Placement density heat map:
Drawn at 2 px/um. 14 x 11 tiles, from white (low) to dark blue (high), 0 to 100% covered.
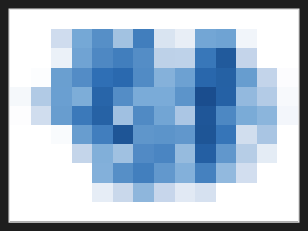
Power grid:
Drawn at 2 px/um. Pins as bars on the die edge. Tap cells in gray.
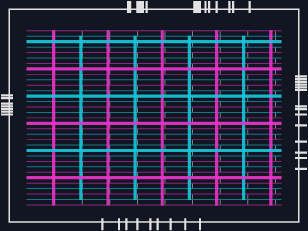
**src/rtl/fll_pkg.sv**
```systemverilog
// Shared FLL types and helpers: state encoding plus the clipping function
// used by both this controller and the NCO.
package fll_pkg;

    typedef enum logic [1:0] {
        IDLE    = 2'd0,
        ACQUIRE = 2'd1,
        TRACK   = 2'd2
    } fll_state_t;

    localparam logic [1:0] StateIdle    = 2'd0;
    localparam logic [1:0] StateAcquire = 2'd1;
    localparam logic [1:0] StateTrack   = 2'd2;

    // Callers sign-extend into 64 bits so one helper serves any word width.
    function automatic logic signed [63:0] saturate(input logic signed [63:0] value,
                                                    input logic signed [63:0] limit);
        if (value > limit) begin
            return limit;
        end else if (value < -limit) begin
            return -limit;
        end
        return value;
    endfunction

    function automatic logic exceeds_limit(input logic signed [63:0] value,
                                           input logic signed [63:0] limit);
        return (value > limit) || (value < -limit);
    endfunction

endpackage

```
**src/rtl/lock_detector.sv**
```systemverilog
// Threshold compare plus saturating runs of consecutive in-lock and
// out-of-lock samples; the reached strobes fire on the sample that completes a run.
module lock_detector #(
    parameter int ErrorBits     = 12,
    parameter int LockThreshold = 64,
    parameter int LockCount     = 256,
    parameter int UnlockCount   = 16
) (
    input  logic                        clk_i,
    input  logic                        rst_ni,
    input  logic                        sample_i,
    input  logic                        clear_i,
    input  logic signed [ErrorBits-1:0] err_i,
    output logic                        in_lock_reached_o,
    output logic                        out_lock_reached_o
);

    localparam int InCntBits  = $clog2(LockCount + 1);
    localparam int OutCntBits = $clog2(UnlockCount + 1);

    logic signed [ErrorBits:0] err_wide;
    logic        [ErrorBits:0] magnitude;
    logic                      in_lock;
    logic [InCntBits-1:0]      in_cnt_q, in_cnt_d;
    logic [OutCntBits-1:0]     out_cnt_q, out_cnt_d;

    // One extra bit so the most negative error has a representable magnitude.
    always_comb begin
        err_wide  = (ErrorBits + 1)'(err_i);
        magnitude = err_wide[ErrorBits] ? unsigned'(-err_wide) : unsigned'(err_wide);
        in_lock   = magnitude <= (ErrorBits + 1)'(LockThreshold);
    end

    always_comb begin
        in_cnt_d  = in_cnt_q;
        out_cnt_d = out_cnt_q;
        if (clear_i) begin
            in_cnt_d  = '0;
            out_cnt_d = '0;
        end else if (sample_i) begin
            if (in_lock) begin
                out_cnt_d = '0;
                if (in_cnt_q != InCntBits'(LockCount)) begin
                    in_cnt_d = in_cnt_q + 1'b1;
                end
            end else begin
                in_cnt_d = '0;
                if (out_cnt_q != OutCntBits'(UnlockCount)) begin
                    out_cnt_d = out_cnt_q + 1'b1;
                end
            end
        end
    end

    assign in_lock_reached_o  = sample_i && in_lock && (in_cnt_q == InCntBits'(LockCount - 1));
    assign out_lock_reached_o = sample_i && !in_lock && (out_cnt_q == OutCntBits'(UnlockCount - 1));

    always_ff @(posedge clk_i) begin
        if (!rst_ni) begin
            in_cnt_q  <= '0;
            out_cnt_q <= '0;
        end else begin
            in_cnt_q  <= in_cnt_d;
            out_cnt_q <= out_cnt_d;
        end
    end

endmodule

```
**src/rtl/fll_controller.sv**
```systemverilog
// FLL acquisition/tracking controller: integrates loop-filter error into a
// saturating NCO frequency word, switching gain between ACQUIRE and TRACK.
module fll_controller
    import fll_pkg::*;
#(
    parameter int ErrorBits     = 12,
    parameter int FreqWordBits  = 24,
    parameter int AcquireShift  = 4,
    parameter int TrackShift    = 8,
    parameter int LockThreshold = 64,
    parameter int LockCount     = 256,
    parameter int UnlockCount   = 16,
    parameter int FreqLimit     = 2 ** 20
) (
    input  logic                           clk_i,
    input  logic                           rst_ni,
    input  logic                           enable_i,
    input  logic signed [ErrorBits-1:0]    err_i,
    input  logic                           err_valid_i,
    output logic                           err_ready_o,
    output logic signed [FreqWordBits-1:0] freq_word_o,
    output logic                           freq_word_valid_o,
    input  logic                           freq_word_ready_i,
    output logic                           locked_o,
    output logic [1:0]                     state_o,
    output logic                           saturated_o
);

    localparam int SumBits = FreqWordBits + 1;

    fll_state_t                     state_q, state_d;
    logic signed [FreqWordBits-1:0] freq_word_q, freq_word_d;
    logic                           valid_q, valid_d;
    logic                           sat_q, sat_d;
    logic                           locked_q;

    logic                           accept;
    logic                           clear_counters;
    logic                           in_lock_reached, out_lock_reached;
    logic signed [SumBits-1:0]      err_ext, step, sum;
    logic                           clipped;

    assign err_ready_o    = enable_i && (state_q != IDLE) && (!valid_q || freq_word_ready_i);
    assign accept         = err_valid_i && err_ready_o;
    assign clear_counters = !enable_i || (state_q == IDLE);

    lock_detector #(
        .ErrorBits     (ErrorBits),
        .LockThreshold (LockThreshold),
        .LockCount     (LockCount),
        .UnlockCount   (UnlockCount)
    ) u_lock_detector (
        .clk_i              (clk_i),
        .rst_ni             (rst_ni),
        .sample_i           (accept),
        .clear_i            (clear_counters),
        .err_i              (err_i),
        .in_lock_reached_o  (in_lock_reached),
        .out_lock_reached_o (out_lock_reached)
    );

    // Gain follows the state in the accepting cycle; sum has one guard bit.
    always_comb begin
        err_ext = SumBits'(err_i);
        step    = (state_q == TRACK) ? (err_ext >>> TrackShift) : (err_ext >>> AcquireShift);
        sum     = SumBits'(freq_word_q) + step;
        clipped = exceeds_limit(64'(sum), 64'(FreqLimit));
    end

    always_comb begin
        state_d     = state_q;
        freq_word_d = freq_word_q;
        valid_d     = valid_q;
        sat_d       = sat_q;
        if (!enable_i) begin
            state_d     = IDLE;
            freq_word_d = '0;
            valid_d     = 1'b0;
            sat_d       = 1'b0;
        end else if (state_q == IDLE) begin
            state_d = ACQUIRE;
        end else if (accept) begin
            freq_word_d = FreqWordBits'(saturate(64'(sum), 64'(FreqLimit)));
            valid_d     = 1'b1;
            sat_d       = clipped;
            if (state_q == ACQUIRE && in_lock_reached) begin
                state_d = TRACK;
            end else if (state_q == TRACK && out_lock_reached) begin
                state_d = ACQUIRE;
            end
        end else if (valid_q && freq_word_ready_i) begin
            valid_d = 1'b0;
        end
    end

    always_ff @(posedge clk_i) begin
        if (!rst_ni) begin
            state_q     <= IDLE;
            freq_word_q <= '0;
            valid_q     <= 1'b0;
            sat_q       <= 1'b0;
            locked_q    <= 1'b0;
        end else begin
            state_q     <= state_d;
            freq_word_q <= freq_word_d;
            valid_q     <= valid_d;
            sat_q       <= sat_d;
            locked_q    <= (state_d == TRACK);
        end
    end

    assign freq_word_o       = freq_word_q;
    assign freq_word_valid_o = valid_q;
    assign saturated_o       = sat_q;
    assign locked_o          = locked_q;
    assign state_o           = state_q;

endmodule

```
**config.mk**
```make
export PLATFORM = sky130hd
export DESIGN_NAME = fll_controller
export DESIGN_NICKNAME = d
export VERILOG_FILES = /design/src/rtl/fll_pkg.sv /design/src/rtl/lock_detector.sv /design/src/rtl/fll_controller.sv
export SDC_FILE = /design/constraint.sdc
export NUM_CORES = 1
export LEC_CHECK = 0
export CORE_ASPECT_RATIO = 0.7
export CORE_MARGIN = 8
export CORE_UTILIZATION = 30
export DETAILED_ROUTE_END_ITERATION = 10
export GPL_TIMING_DRIVEN = 0
export PLACE_DENSITY = 0.58
export SETUP_SLACK_MARGIN = 0.3
export SLEW_MARGIN = 10
export SYNTH_ARGS = -nofsm -noshare
export SYNTH_HDL_FRONTEND = slang
export SYNTH_SLANG_ARGS = --single-unit
```
**constraint.sdc**
```tcl
create_clock -name clk_i -period 3.9 [get_ports clk_i]
set_input_delay 0.78 -clock clk_i [delete_from_list [all_inputs] [get_ports clk_i]]
set_output_delay 0.78 -clock clk_i [all_outputs]
set_load 0.05 [all_outputs]
```
==> results_dict.tcl <==
# collected from the flow reports
set metrics [dict create \
    holdBufCountCts 0 \
    initial_utilization_pct 31.0 \
    grt_pass1_vias 3372 \
    maxSlewHeadroom_pct 49.7 \
    powerDensity_nw_per_um2 225 \
    whs_path_depth 2 \
    clock.fmax_mhz 248 \
    top_cells_by_count "43 x dfxtp_1, 43 x nor2_1, 40 x nand2_1" \
    num-nonclk-inverters 18 \
    antenna_left 0 \
    rows 32 \
    largest_area_cell "dfxtp_1" \
    fin_crit_sh_pct 103 \
    ys_cells 428 \
    synth_cell_type_count 66 \
    synth_flops 43 \
    ios 47 \
    mux_share_pct 1.89 \
    place_hpwl_mm 7.94 \
    cts-root-buf "clkbuf_16" \
    buffers_excl_clock 77 \
    vdd_drop_max_mv 0.155 \
    port_buffers 46 \
    crit-reg2reg-launch "state_o[0]$_SDFF_PN0_" \
    drive_gt1_share_pct 14.8 \
    nFillCells 1106 \
    ys_sh_xor_pct 5.34 \
    leakage_nw 1.78 \
    cp_cell_sequence "buf_2, mux2_4, ha_4, fa_2, a211oi_4, o21ai_4, xor2_2, nor4_2, or4b_4, nor4_4, nand4_1, o311ai_4, buf_12, buf_8, a32o_1" \
    largestClassByArea "combinational gates" \
    overflow 0 \
    r2r_slack_ns -0.12 \
    die_area_um2 15200 \
    yosysWarnings 0 \
    area.combinational_um2 2660 \
    ys_seq_share_pct 25.0 \
    cp_top_family "simple AND/OR/NAND/NOR gates" \
    pre_cts_slack_ns -1.45 \
    syn_inst 428 \
    violations "setup timing" \
    syn-num-nets 477 \
    final_cell_mix "43 x nor2_1, 41 x dfxtp_1, 40 x nand2_1, 38 x clkdlybuf4s50_1, 34 x a21oi_1" \
    die_y_um 106 \
    cp.buffers_inverters 3 \
    seqCellArea_um2 868 \
    cts_tree "built" \
    die-width_um 144 \
    num-clock-buffers 5 \
    tightest_slew_ns 0.751 \
    tool_warnings 31 \
    layout_top_cell "nor2_1" \
    arrival_ns 4.26 \
    r2r.worst_path.cells 16 \
    clock_area_share_pct 3.13 \
    start_kind "input pin" \
    flops 43 \
    worstReg2RegEnd "freq_word_o[0]$_SDFFE_PN0P_" \
    clock-sinks 43 \
    cp.required_ns 4.13 \
    num-nets-final 549 \
    cts_setup_buffers 9 \
    globalRouteTotalUtil_pct 13.8 \
    max_stage_delay_ns 0.53 \
    area_growth_pct 34.7 \
    top_logic_kind "AND-OR/OR-AND gates" \
    worstPathMaxFanout 5 \
    status "complete, but fails checks" \
    layout_setup_ws_ns -0.128 \
    finalPower_mw 1.04 \
    hp-class "flop to flop" \
    cts_made_buffers 5 \
    clock_skew_ns 0.00594 \
    grt_max_degree 26 \
    clk_pin_slew_ns 0.07 \
    ys_sh_aoi_pct 29.9 \
    comb_cells 355 \
    yosys_area_um2 3440 \
    route.detailed.drc 0 \
    diodes 0 \
    setup-tns-final_ns -2.05 \
    core_region_area_um2 11100 \
    drt_iter0_drc 235 \
    seq_area_share_pct 18.7 \
    netlist.area_leader.share_pct 25.0 \
    cts_max_level 2 \
    cp-end-kind "flop" \
    ys_sh_simple_pct 22.3 \
    synth.area.top_cells "dfxtp_1 25%, ha_1 11%, a21oi_1 5.4%" \
    fin_crit_ns 4.03 \
    post_cts_resized 33 \
    non_clock_buffer_area_share_pct 15.2 \
    wl_mm 10.7 \
    edf_count 0 \
    worstHoldEndpoint "saturated_o$_SDFFE_PN0P_" \
    gp_congestion 0.851 \
    num_tap_cells 153 \
    clock_path_buffers 2 \
    critPathKind "input pin to flop" \
    worst_path_max_delay_cell "or4b_4" \
    maxCapViolations 0 \
    syn-cell-area_um2 3440 \
    ys_sh_adder_pct 11.9 \
    grt_pass1_wl_mm 17.0 \
    min_from "saturated_o$_SDFFE_PN0P_" \
    avgSynthCellArea_um2 8.04 \
    setup_viol 21 \
    first_pass_iters 5 \
    antenna_found_initial 0 \
    sh_comb_area_pct 57.4 \
    timing.hold.ws_ns 0.500 \
    wl_per_cell_um 16.4 \
    rsz0062_at_grt "true" \
    insertion_delay_ns 0.29 \
    synthArstFlopShare_pct 0 \
    vias 3584 \
    ff_type "dfxtp_1" \
    via_per_inst 5.48 \
    finalHoldViolations 0 \
    drv_slew 0 \
]
-- 'placement density heat map' (at the start) --
The densest ninth of the die: middle. The emptiest ninth of the die: bottom left. The fullest tile reaches 88%. 7.8% of the tiles are over 75% full. 40% of the tiles are nearly empty. The mean over all tiles is 29%.

-- 'power grid' (at the start) --
Key: cyan = VDD; magenta = VSS
153 tap cells. The core has 32 rows. 47 signal pins sit on the boundary.

## worst min-delay path: stages (launching register included)
cell,delay [ns]
dfxtp_1,0.33
nand4_1,0.07
o21ai_1,0.06
## report_power, final
part           switching [mW]  total [mW]  internal (mW)
clock network           0.190       0.427          0.237
logic                   0.105       0.176         0.0706
registers             0.00131       0.441          0.440
## stage by stage
stage / util, % / std cells / instance area, um2
floorplan: - / 428 / 3500
global placement: 37.4 / 627 / 4150
detailed placement: 37.4 / 627 / 4150
CTS: 39.9 / 646 / 4430
global route: 41.8 / 654 / 4640
finish: 41.8 / 654 / 4640
## how the worst max path moves through the flow
stage	start	endpoint	slack, ns	cells after the start
6_report	err_i[8]	freq_word_o[0]$_SDFFE_PN0P_	-0.13	15
5_1_grt	state_o[0]$_SDFF_PN0_	freq_word_o[0]$_SDFFE_PN0P_	-0.25	16
4_1_cts	state_o[0]$_SDFF_PN0_	freq_word_o[0]$_SDFFE_PN0P_	-0.08	15
3_5_place_dp	err_i[11]	freq_word_o[0]$_SDFFE_PN0P_	-1.45	14
3_3_place_gp	err_i[11]	freq_word_o[0]$_SDFFE_PN0P_	-1.40	14
2_1_floorplan	err_i[8]	freq_word_o[1]$_SDFFE_PN0P_	0.14	13
## flip-flops by register name (all words and copies together) (netlist names)
| signal | flops |
|---|---|
| u_lock_detector.out_cnt_q | 5 |
| freq_word_valid_o | 1 |
| saturated_o | 1 |
| u_lock_detector.in_cnt_q | 9 |
| state_o | 2 |
| locked_o | 1 |
| freq_word_o | 24 |
## layer usage
metal | global-route usage [%] | wire [um]
met5 | 0 | 0
met4 | 3.44 | 87
met3 | 2.48 | 595
met2 | 20.7 | 4550
met1 | 19.7 | 5460
